$ cat src/rtl/note_hit_judge.sv
// Judges one note lane: catches notes leaving the lane shifter, opens a
// timing window for each one, classifies the player's press as HIT / MISS /
// stray, and keeps score, combo and best combo for the display path.
//
// Ports:
//   clock      system clock, rising edge
//   reset      synchronous active-high reset
//   shift      one-cycle strobe, lane shifter advances
//   note_in    note bit at the judgment position, qualified by shift
//   hit        synchronised drum key level (edge-detected here)
//   hit_ok     one-cycle pulse, note judged HIT
//   miss       one-cycle pulse, note judged MISS
//   stray      one-cycle pulse, press with no note pending
//   score      accumulated score (saturating)
//   combo      consecutive HITs since the last MISS (saturating)
//   max_combo  highest combo since reset
module note_hit_judge #(
    parameter int unsigned WINDOW       = 4,
    parameter int unsigned SCORE_W      = 16,
    parameter int unsigned COMBO_W      = 8,
    parameter int unsigned BASE_POINTS  = 10,
    parameter int unsigned BONUS_POINTS = 5,
    parameter int unsigned BONUS_COMBO  = 10
) (
    input  logic               clock,
    input  logic               reset,
    input  logic               shift,
    input  logic               note_in,
    input  logic               hit,
    output logic               hit_ok,
    output logic               miss,
    output logic               stray,
    output logic [SCORE_W-1:0] score,
    output logic [COMBO_W-1:0] combo,
    output logic [COMBO_W-1:0] max_combo
);

    localparam int unsigned TIMER_W = $clog2(WINDOW + 1);
    localparam int unsigned SUM_W   = SCORE_W + 1;

    localparam logic [TIMER_W-1:0] TIMER_RELOAD = TIMER_W'(WINDOW - 1);
    localparam logic [SCORE_W-1:0] SCORE_MAX    = '1;
    localparam logic [COMBO_W-1:0] COMBO_MAX    = '1;
    localparam logic [SUM_W-1:0]   PTS_PLAIN    = SUM_W'(BASE_POINTS);
    localparam logic [SUM_W-1:0]   PTS_BONUS    = SUM_W'(BASE_POINTS + BONUS_POINTS);

    typedef enum logic {
        IDLE    = 1'b0,
        PENDING = 1'b1
    } state_t;

    state_t               state_q, state_d;
    logic [TIMER_W-1:0]   timer_q, timer_d;
    logic                 hit_q;

    logic                 press;
    logic                 arrive;
    logic                 judge_hit;
    logic                 judge_miss;
    logic                 judge_stray;

    logic                 bonus;
    logic [SUM_W-1:0]     points;
    logic [SUM_W-1:0]     score_sum;
    logic [SCORE_W-1:0]   score_hit;
    logic [COMBO_W-1:0]   combo_hit;

    assign press  = hit & ~hit_q;
    assign arrive = shift & note_in;

    // State register
    always_ff @(posedge clock) begin
        if (reset) begin
            state_q <= IDLE;
            timer_q <= '0;
        end else begin
            state_q <= state_d;
            timer_q <= timer_d;
        end
    end

    // Next state and judgment; a press in PENDING always belongs to the older note
    always_comb begin
        state_d     = state_q;
        timer_d     = timer_q;
        judge_hit   = 1'b0;
        judge_miss  = 1'b0;
        judge_stray = 1'b0;
        case (state_q)
            IDLE: begin
                if (arrive && press) begin
                    judge_hit = 1'b1;
                end else if (arrive) begin
                    state_d = PENDING;
                    timer_d = TIMER_RELOAD;
                end else if (press) begin
                    judge_stray = 1'b1;
                end
            end
            PENDING: begin
                if (press) begin
                    judge_hit = 1'b1;
                    if (arrive) begin
                        timer_d = TIMER_RELOAD;
                    end else begin
                        state_d = IDLE;
                        timer_d = '0;
                    end
                end else if (arrive) begin
                    judge_miss = 1'b1;
                    timer_d    = TIMER_RELOAD;
                end else if (timer_q == '0) begin
                    judge_miss = 1'b1;
                    state_d    = IDLE;
                end else begin
                    timer_d = timer_q - TIMER_W'(1);
                end
            end
            default: begin
                state_d = IDLE;
                timer_d = '0;
            end
        endcase
    end

    // Score/combo arithmetic for a HIT; one extra bit catches overflow for clamping
    always_comb begin
        bonus     = 32'(combo) >= BONUS_COMBO;
        points    = bonus ? PTS_BONUS : PTS_PLAIN;
        score_sum = {1'b0, score} + points;
        score_hit = score_sum[SCORE_W] ? SCORE_MAX : score_sum[SCORE_W-1:0];
        combo_hit = (combo == COMBO_MAX) ? combo : combo + COMBO_W'(1);
    end

    // Registered pulses, counters and key history
    always_ff @(posedge clock) begin
        if (reset) begin
            hit_q     <= 1'b1;
            hit_ok    <= 1'b0;
            miss      <= 1'b0;
            stray     <= 1'b0;
            score     <= '0;
            combo     <= '0;
            max_combo <= '0;
        end else begin
            hit_q  <= hit;
            hit_ok <= judge_hit;
            miss   <= judge_miss;
            stray  <= judge_stray;
            if (judge_hit) begin
                score <= score_hit;
                combo <= combo_hit;
                if (combo_hit > max_combo) begin
                    max_combo <= combo_hit;
                end
            end else if (judge_miss) begin
                combo <= '0;
            end
        end
    end

endmodule

$ cat config.mk
export PLATFORM = sky130hd
export DESIGN_NAME = note_hit_judge
export DESIGN_NICKNAME = d
export VERILOG_FILES = /design/src/rtl/note_hit_judge.sv
export SDC_FILE = /design/constraint.sdc
export NUM_CORES = 1
export LEC_CHECK = 0
export CORE_MARGIN = 5
export CORE_UTILIZATION = 57
export DETAILED_ROUTE_END_ITERATION = 16
export PLACE_DENSITY = 0.9
export SETUP_SLACK_MARGIN = 0.02
export SYNTH_ARGS = -nofsm -noshare
export SYNTH_HDL_FRONTEND = slang
export SYNTH_SLANG_ARGS = --single-unit
$ cat constraint.sdc
create_clock -name clock -period 5.3 [get_ports clock]
set_input_delay 1.06 -clock clock [delete_from_list [all_inputs] [get_ports clock]]
set_output_delay 1.06 -clock clock [all_outputs]
set_load 0.05 [all_outputs]
run_1/ff_map.png
Bar = 20 µm. Other sequential cells in the stronger grey, the rest of the logic in the fainter grey.
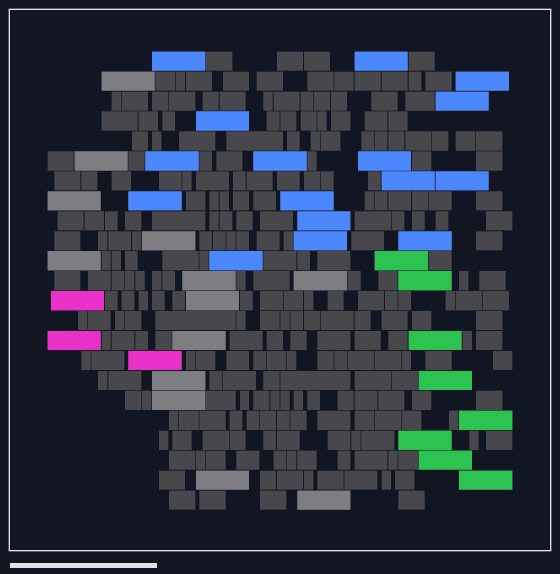
Magenta stands for timer_q, sequential cells 3. Green stands for max_combo, sequential cells 8. Blue stands for score, sequential cells 16.
Another 13 sequential cells are not coloured.

run_1/layers.png
Only two layers are drawn.
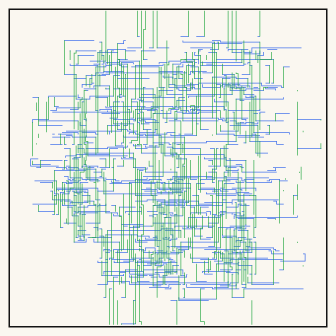
Blue stands for M1, wire length 2260 µm. Green stands for M2, wire length 2410 µm.

==> run_results.csv, run 1 <==
group,metric,value,unit
logic_synthesis,yosys_cells,266,
finish,postLayoutCellArea,2790,µm²
power_and_ir_drop,p_leak,1.01,nW
finish,drive_above_1_share,9.76,%
route,drc_errors,0,
logic_synthesis,ys_warn_count,0,
grt,grt_max_degree,48,
final_timing,tightest_slew,1.01,ns
finish,n_fill_cell,309,
die,tap_cells,50,
final_timing,setup_ws,1.76,ns
clocking,postCtsSetupRepairBufs,0,
logic_synthesis,synth_area,2310,µm²
die,die_area,5420,µm²
power_and_ir_drop,top_power_group,"sequential cells",
finish,fin_nets,316,
clocking,cts_buffers,5,
power_and_ir_drop,p_clk,260,µW
power_and_ir_drop,combPwrFrac,8.2,%
critical_path,crit_top_cell,"ha_1",
clocking,cts_hold_repair.buffers,0,
critical_path,critPathArrivalTime,3.74,ns
critical_path,crit_family,"simple AND/OR/NAND/NOR gates",
grt,track_usage,19.1,%
finish,layout_top_cells,"dfxtp_1 (40), clkdlybuf4s50_1 (39), nor2_1 (27), a21oi_1 (15), ha_1 (15)",
final_timing,relSlewSlack,31.6,%
critical_path,cp-end-kind,"register",
grt,antenna_found_initial,0,
logic_synthesis,async_flop_share,0,%
logic_synthesis,synth_cell_types,57,
finish,num-multi-input-gates,195,
critical_path,rr_endpoint,"max_combo[6]",
logic_synthesis,yosys_area,2310,µm²
critical_path,ff2ff_path_depth,10,
clocking,cts_num_sinks,40,
finish,area_share_clock_buf_inv,4.35,%
power_and_ir_drop,seq_cell_power,309,µW
route,drt_pass1_iterations,4,
hold_path,hold_path_class,"register to register",
critical_path,reg2reg_slack,1.76,ns
finish,area_growth_syn_to_layout,21.0,%
critical_path,path_depth,10,
logic_synthesis,largest_area_cell,"dfxtp_1",
logic_synthesis,yosysMostFrequentCell,"dfxtp_1",
clocking,cts_tree,"built",
status,outcome,"finished clean",
final_timing,min_period,3.54,ns
critical_path,crit_buf_inv,0,
finish,inverters,14,
run_1/port_trees.png
Bar = 20 µm.
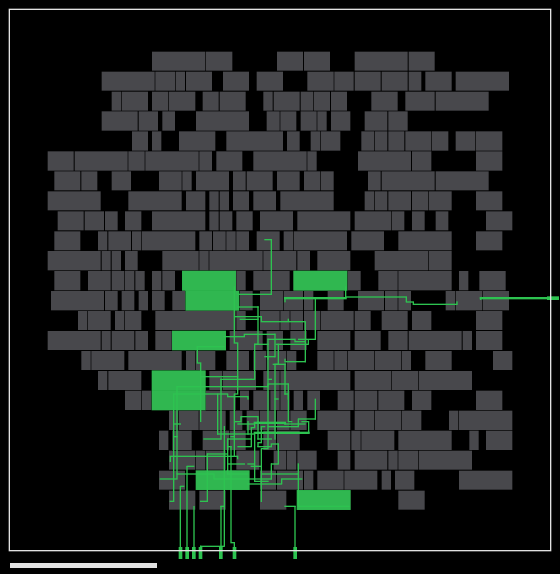
Green stands for combo, bits 8, direction output, edge 7 bottom, 1 right, end cells 8, wire 508 µm.
io pins: 40
Port Buffers: 39

## run 1: state kept, by name, indices dropped and copies added, names as in the netlist
signal and cells:
score 16, combo 8, max_combo 8, timer_q 3, hit_ok 1, hit_q 1
miss 1, state_q 1, stray 1
## run 1: logic make-up (layout without fill, tap and decap cells)
family	count (synthesis)	count (layout)	share of synthesized area, %
multiplexers	3	3	1.36
adder cells (fa/ha/maj)	15	15	8.13
AND-OR/OR-AND	68	68	20.9
flip-flops	40	40	34.7
XOR/XNOR	6	6	2.28
buffers and inverters	31	62	6.51
AND/OR/NAND/NOR	103	103	26.1
## run 1: per-layer routing
metal  global-route usage [%]  routed length (µm)  up-vias
met1                     24.4                2260      976
met4                     6.24                  65        0
met3                     3.15                 266        7
li1                         -                   -     1050
met5                        0                   0        -
met2                     32.6                2410       46
==> inputs of run 2 (changes only) <==
--- a/config.mk
+++ b/config.mk
@@ -6,9 +6,9 @@
 export NUM_CORES = 1
 export LEC_CHECK = 0
 export CORE_MARGIN = 5
-export CORE_UTILIZATION = 57
+export CORE_UTILIZATION = 48
 export DETAILED_ROUTE_END_ITERATION = 16
-export PLACE_DENSITY = 0.9
+export PLACE_DENSITY = 0.81
 export SETUP_SLACK_MARGIN = 0.02
 export SYNTH_ARGS = -nofsm -noshare
 export SYNTH_HDL_FRONTEND = slang
==> constraint.sdc (replaced) <==
create_clock -name clock -period 3.2 [get_ports clock]
set_input_delay 0.64 -clock clock [delete_from_list [all_inputs] [get_ports clock]]
set_output_delay 0.64 -clock clock [all_outputs]
set_load 0.05 [all_outputs]
run_2/port_trees.png
Bar = 20 µm.
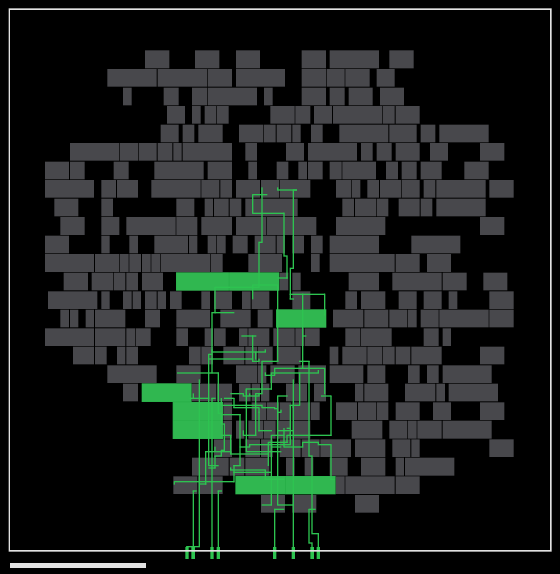
Green stands for combo, bits 8, direction output, edge bottom, end cells 8, wire 556 µm.

run_2/closeup.png
Region (0, 39) to (40, 79) µm. Cells in grey, sequential cells in the stronger grey; small squares are vias.
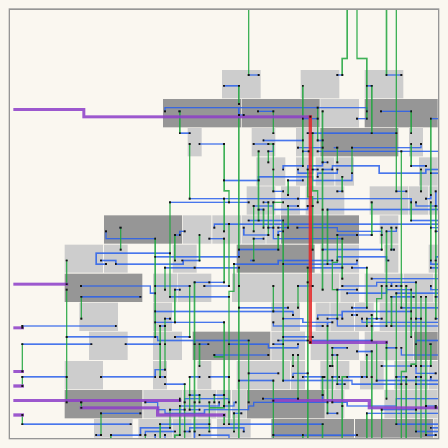
Red stands for M4. Blue stands for M1. Green stands for M2. Purple stands for M3.
Netlist names of flops here include score (6), combo (2). Sequential cells in the window: 13. Most frequent: dfxtp_1 (12), clkdlybuf4s50_1 (11), nor2_1 (8). 81 logic cells have their middle in the window.

==> run 2 against run 1 <==
Effect of this change: synthesized cell count unchanged; global-route usage down 2.2 points; fmax is 20% higher; sequential share of layout area increased by 0.17 points; flip-flop count unchanged; clock skew grew 0.00086 ns; critical path depth stayed put.
==> run_results.csv, run 2 <==
group,metric,value,unit
grt,track_usage,16.9,%
finish,postLayoutCellArea,2780,µm²
finish,area_growth_syn_to_layout,20.4,%
final_timing,setup_ws,0.248,ns
die,dieWidth,79.3,µm
logic_synthesis,async_flop_share,0,%
power_and_ir_drop,p_sw,228,µW
flow_run,warnings,28,
logic_synthesis,ys_sh_adder,8.13,%
clocking,cts_max_level,2,
status,outcome,"finished clean",
logic_synthesis,ys_warn_count,0,
logic_synthesis,simple_gate_share,26.1,%
grt,grtUsageMet1,22.4,%
power_and_ir_drop,combPwrFrac,9.5,%
final_timing,slew_violations,0,
finish,n_fill_cell,409,
grt,antenna_found_initial,0,
critical_path,crit_top_cell,"ha_1",
final_timing,grt_setup_unrepaired,"no",
logic_synthesis,synthAoiAreaFrac,20.9,%
power_and_ir_drop,p_seq_share,56.2,%
route,drt_pass1_iterations,4,
grt,met2_usage,26.4,%
critical_path,cp-end-kind,"register",
final_timing,min_period,2.95,ns
finish,logic_area,1360,µm²
finish,fin_nets,319,
critical_path,path_depth,10,
route,wl_met3,215,µm
final_timing,period_used_share,92.2,%
clocking,cts_buffers,5,
die,die_height,79.3,µm
route,dr_wl_met2,2380,µm
logic_synthesis,synth.area.mux_share,1.36,%
critical_path,cp-endpoint,"score[13]",
critical_path,reg2reg_slack,0.25,ns
finish,reg.largest.list,"score x16, combo x8, max_combo x8",
hold_path,holdCritStartpoint,"score[6]",
logic_synthesis,ys_sh_xor,2.28,%
route,drc_errors,0,
critical_path,crit_buf_inv,1,
die,rows,25,
place,detailed_place.area,2700,µm²
logic_synthesis,synth_area,2310,µm²
final_timing,relSlewSlack,62.2,%
power_and_ir_drop,p_leak,1.01,nW
finish,seq_area,802,µm²
logic_synthesis,synth_cell_types,57,
grt,grt_util_met3,3.97,%
critical_path,crit_family,"simple AND/OR/NAND/NOR gates",
grt,grt_max_degree,31,
route,routedWlPerCell,14.5,µm
logic_synthesis,yosys_cells,266,
finish,drive_above_1_share,10.7,%
critical_path,critPathArrivalTime,3.16,ns
logic_synthesis,yosys_area,2310,µm²
die,die_area,6290,µm²
clocking,cts_tree,"built",
finish,top_register,"score",
clocking,postCtsSetupRepairBufs,0,
route,top_layer,"met4",
clocking,cts_num_sinks,40,
logic_synthesis,largest_area_cell,"dfxtp_1",
critical_path,rr_endpoint,"score[13]",
clocking,cts_hold_repair.buffers,0,
critical_path,ff2ff_path_depth,10,
power_and_ir_drop,power.total,912,µW
final_timing,setup_viol,0,
route,wl_met1,2490,µm
die,pin_count,40,
finish,largest_reg_flops,16,
route,vias_per_cell,5.82,
final_timing,tightest_slew,0.564,ns
clocking,cts-root-buf,"clkbuf_8",
place,place_inst,346,
logic_synthesis,ys.flops,40,
logic_synthesis,logic_family,"simple AND/OR/NAND/NOR gates",
route,vias,2056,
finish,layout_top_cells,"dfxtp_1 (39), clkdlybuf4s50_1 (39), nor2_1 (27), a21oi_1 (15)",
power_and_ir_drop,p_int,684,µW
logic_synthesis,yosysMostFrequentCell,"dfxtp_1",
hold_path,hold_path_class,"register to register",
grt,busiest_layer,"met2",
place,port-buffer-count,39,
## run 2: cell counts after synthesis
No cell type changed its count.
## run 2: cells by family after synthesis
logic type / after synthesis
compound gates: 68
simple gates: 103
flops: 40
xor+xnor: 6
buf+inv: 31
mux: 3
fa+ha+maj: 15
## run 2: power by group through the flow
stage / clock network [mW] / logic, mW / registers (mW)
5_1_grt: 0.348 / 0.0961 / 0.513
2_1_floorplan: 0 / 0.0542 / 0.533
3_3_place_gp: 0 / 0.0845 / 0.523
6_report: 0.313 / 0.0870 / 0.512
3_5_place_dp: 0 / 0.0866 / 0.524
4_1_cts: 0.325 / 0.0871 / 0.512
## run 2: layout make-up
class,count,area share (%)
sequential,40,28.9
timing repair buffer,43,15.1
tap,54,2.43
inverter,14,1.89
clock buffer,6,2.61
multi-input combinational,195,48.9
clock inverter,1,0.180
==> inputs of run 3 (changes only) <==
--- a/config.mk
+++ b/config.mk
@@ -5,6 +5,7 @@
 export SDC_FILE = /design/constraint.sdc
 export NUM_CORES = 1
 export LEC_CHECK = 0
+export CAP_MARGIN = 20
 export CORE_MARGIN = 5
 export CORE_UTILIZATION = 48
 export DETAILED_ROUTE_END_ITERATION = 16
==> constraint.sdc (replaced) <==
create_clock -name clock -period 3.2 [get_ports clock]
set_input_delay 0.96 -clock clock [delete_from_list [all_inputs] [get_ports clock]]
set_output_delay 0.96 -clock clock [all_outputs]
set_load 0.05 [all_outputs]
run_3/closeup.png
Region (0, 39) to (40, 79) µm. Cells in grey, sequential cells in the stronger grey; small squares are vias.
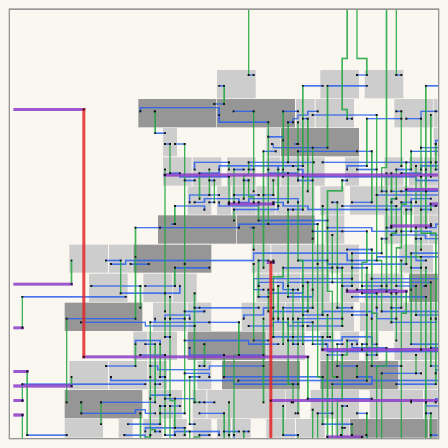
Purple stands for M3. Blue stands for M1. Green stands for M2. Red stands for M4.
93 logic cells have their middle in the window. Netlist names of flops here include score (6). Most frequent: dfxtp_1 (12), nor2_1 (10), clkdlybuf4s50_1 (10). Sequential cells in the window: 12.

run_3/ff_map.png
Bar = 20 µm. Other sequential cells in the stronger grey, the rest of the logic in the fainter grey.
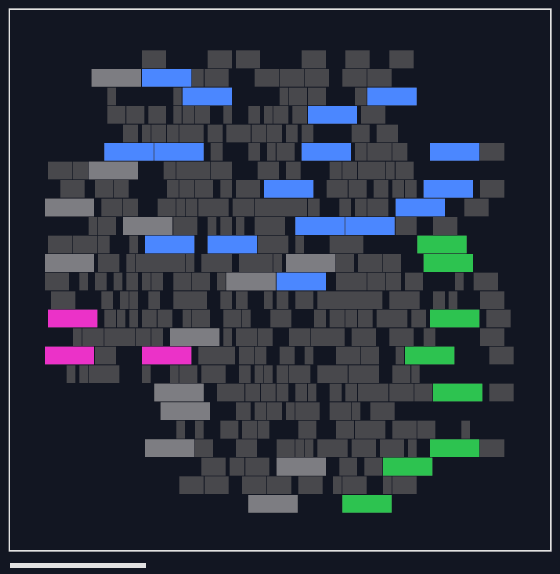
Magenta stands for timer_q, sequential cells 3. Green stands for max_combo, sequential cells 8. Blue stands for score, sequential cells 16.

==> run 3 against run 2 <==
Effect of this change: clock power up 2%; fmax rose by 0.44%; clock skew grew 0.0036 ns; die size unchanged; non-clock buffer count grew 2; cell area grew 0.63%; via count is 1.8% higher; critical path depth grew 1; area after synthesis unchanged.
==> run_results.csv, run 3 <==
group,metric,value,unit
power_and_ir_drop,p_sw,234,µW
finish,buffers_excl_clock,45,
grt,grt_max_degree,24,
status,outcome,"finished clean",
route,drt_pass1_iterations,4,
finish,seq_area,801,µm²
power_and_ir_drop,p_leak,1.01,nW
power_and_ir_drop,comb_cell_power,88.6,µW
critical_path,cp-end-kind,"register",
final_timing,period_used_share,91.8,%
place,port-buffer-count,39,
finish,postLayoutCellArea,2800,µm²
critical_path,path_depth,11,
logic_synthesis,async_flop_share,0,%
die,die_area,6290,µm²
die,pin_count,40,
final_timing,grt_setup_unrepaired,"no",
power_and_ir_drop,seq_cell_power,512,µW
finish,ff_count,40,
final_timing,slew_violations,0,
critical_path,crit_family,"simple AND/OR/NAND/NOR gates",
logic_synthesis,synth_cell_types,57,
finish,layout_top_cells,"dfxtp_1 (40), clkdlybuf4s50_1 (39), nor2_1 (27), a21oi_1 (15)",
finish,largest_reg_flops,16,
logic_synthesis,ys_warn_count,0,
final_timing,min_period,2.94,ns
finish,top_register,"score",
power_and_ir_drop,p_clk,318,µW
power_and_ir_drop,top_power_group,"sequential cells",
power_and_ir_drop,p_seq_share,55.7,%
logic_synthesis,synth_area,2310,µm²
finish,n_fill_cell,423,
route,routedWlPerCell,14.6,µm
hold_path,holdCritStartpoint,"max_combo[4]",
finish,fin_nets,321,
logic_synthesis,yosys_area,2310,µm²
clocking,cts-root-buf,"clkbuf_8",
place,place_inst,348,
critical_path,ff2ff_path_depth,11,
critical_path,reg2reg_slack,0.26,ns
clocking,cts_tree,"built",
finish,area_growth_syn_to_layout,21.2,%
critical_path,cp-endpoint,"max_combo[2]",
power_and_ir_drop,power.total,919,µW
logic_synthesis,yosysMostFrequentCell,"dfxtp_1",
finish,drive_above_1_share,11.3,%
clocking,postCtsSetupRepairBufs,0,
hold_path,hold_path_class,"register to register",
finish,logic_area,1360,µm²
critical_path,rr_endpoint,"max_combo[2]",
power_and_ir_drop,p_int,685,µW
route,vias_per_cell,5.90,
clocking,cts_max_level,2,
clocking,cts_buffers,5,
finish,num-multi-input-gates,195,
critical_path,critPathArrivalTime,3.14,ns
die,tap_cells,54,
finish,reg.largest.list,"score x16, combo x8, max_combo x8",
==> run 3: cell counts after synthesis <==
Identical to the previous run, type by type.
==> run 3: layer usage <==
metal / global-route usage, % / up-vias / share of wire (%)
met1: 22.8 / 976 / 46
met5: 0 / - / 0
met2: 28.2 / 61 / 47
met3: 2.61 / 5 / 5.5
met4: 5.15 / 0 / 0.79
li1: - / 1052 / -
==> run 3: kinds of logic after synthesis <==
| family | share of synthesized area (%) |
|---|---|
| and+or+nand+nor | 26.1 |
| AOI/OAI and AO/OA | 20.9 |
| adders and majority gates | 8.13 |
| DFF | 34.7 |
| xor gates and xnor gates | 2.28 |
| muxes | 1.36 |
| buffers and inverters | 6.51 |
Power figures rest on the tool's default switching activity, not on a simulated workload.
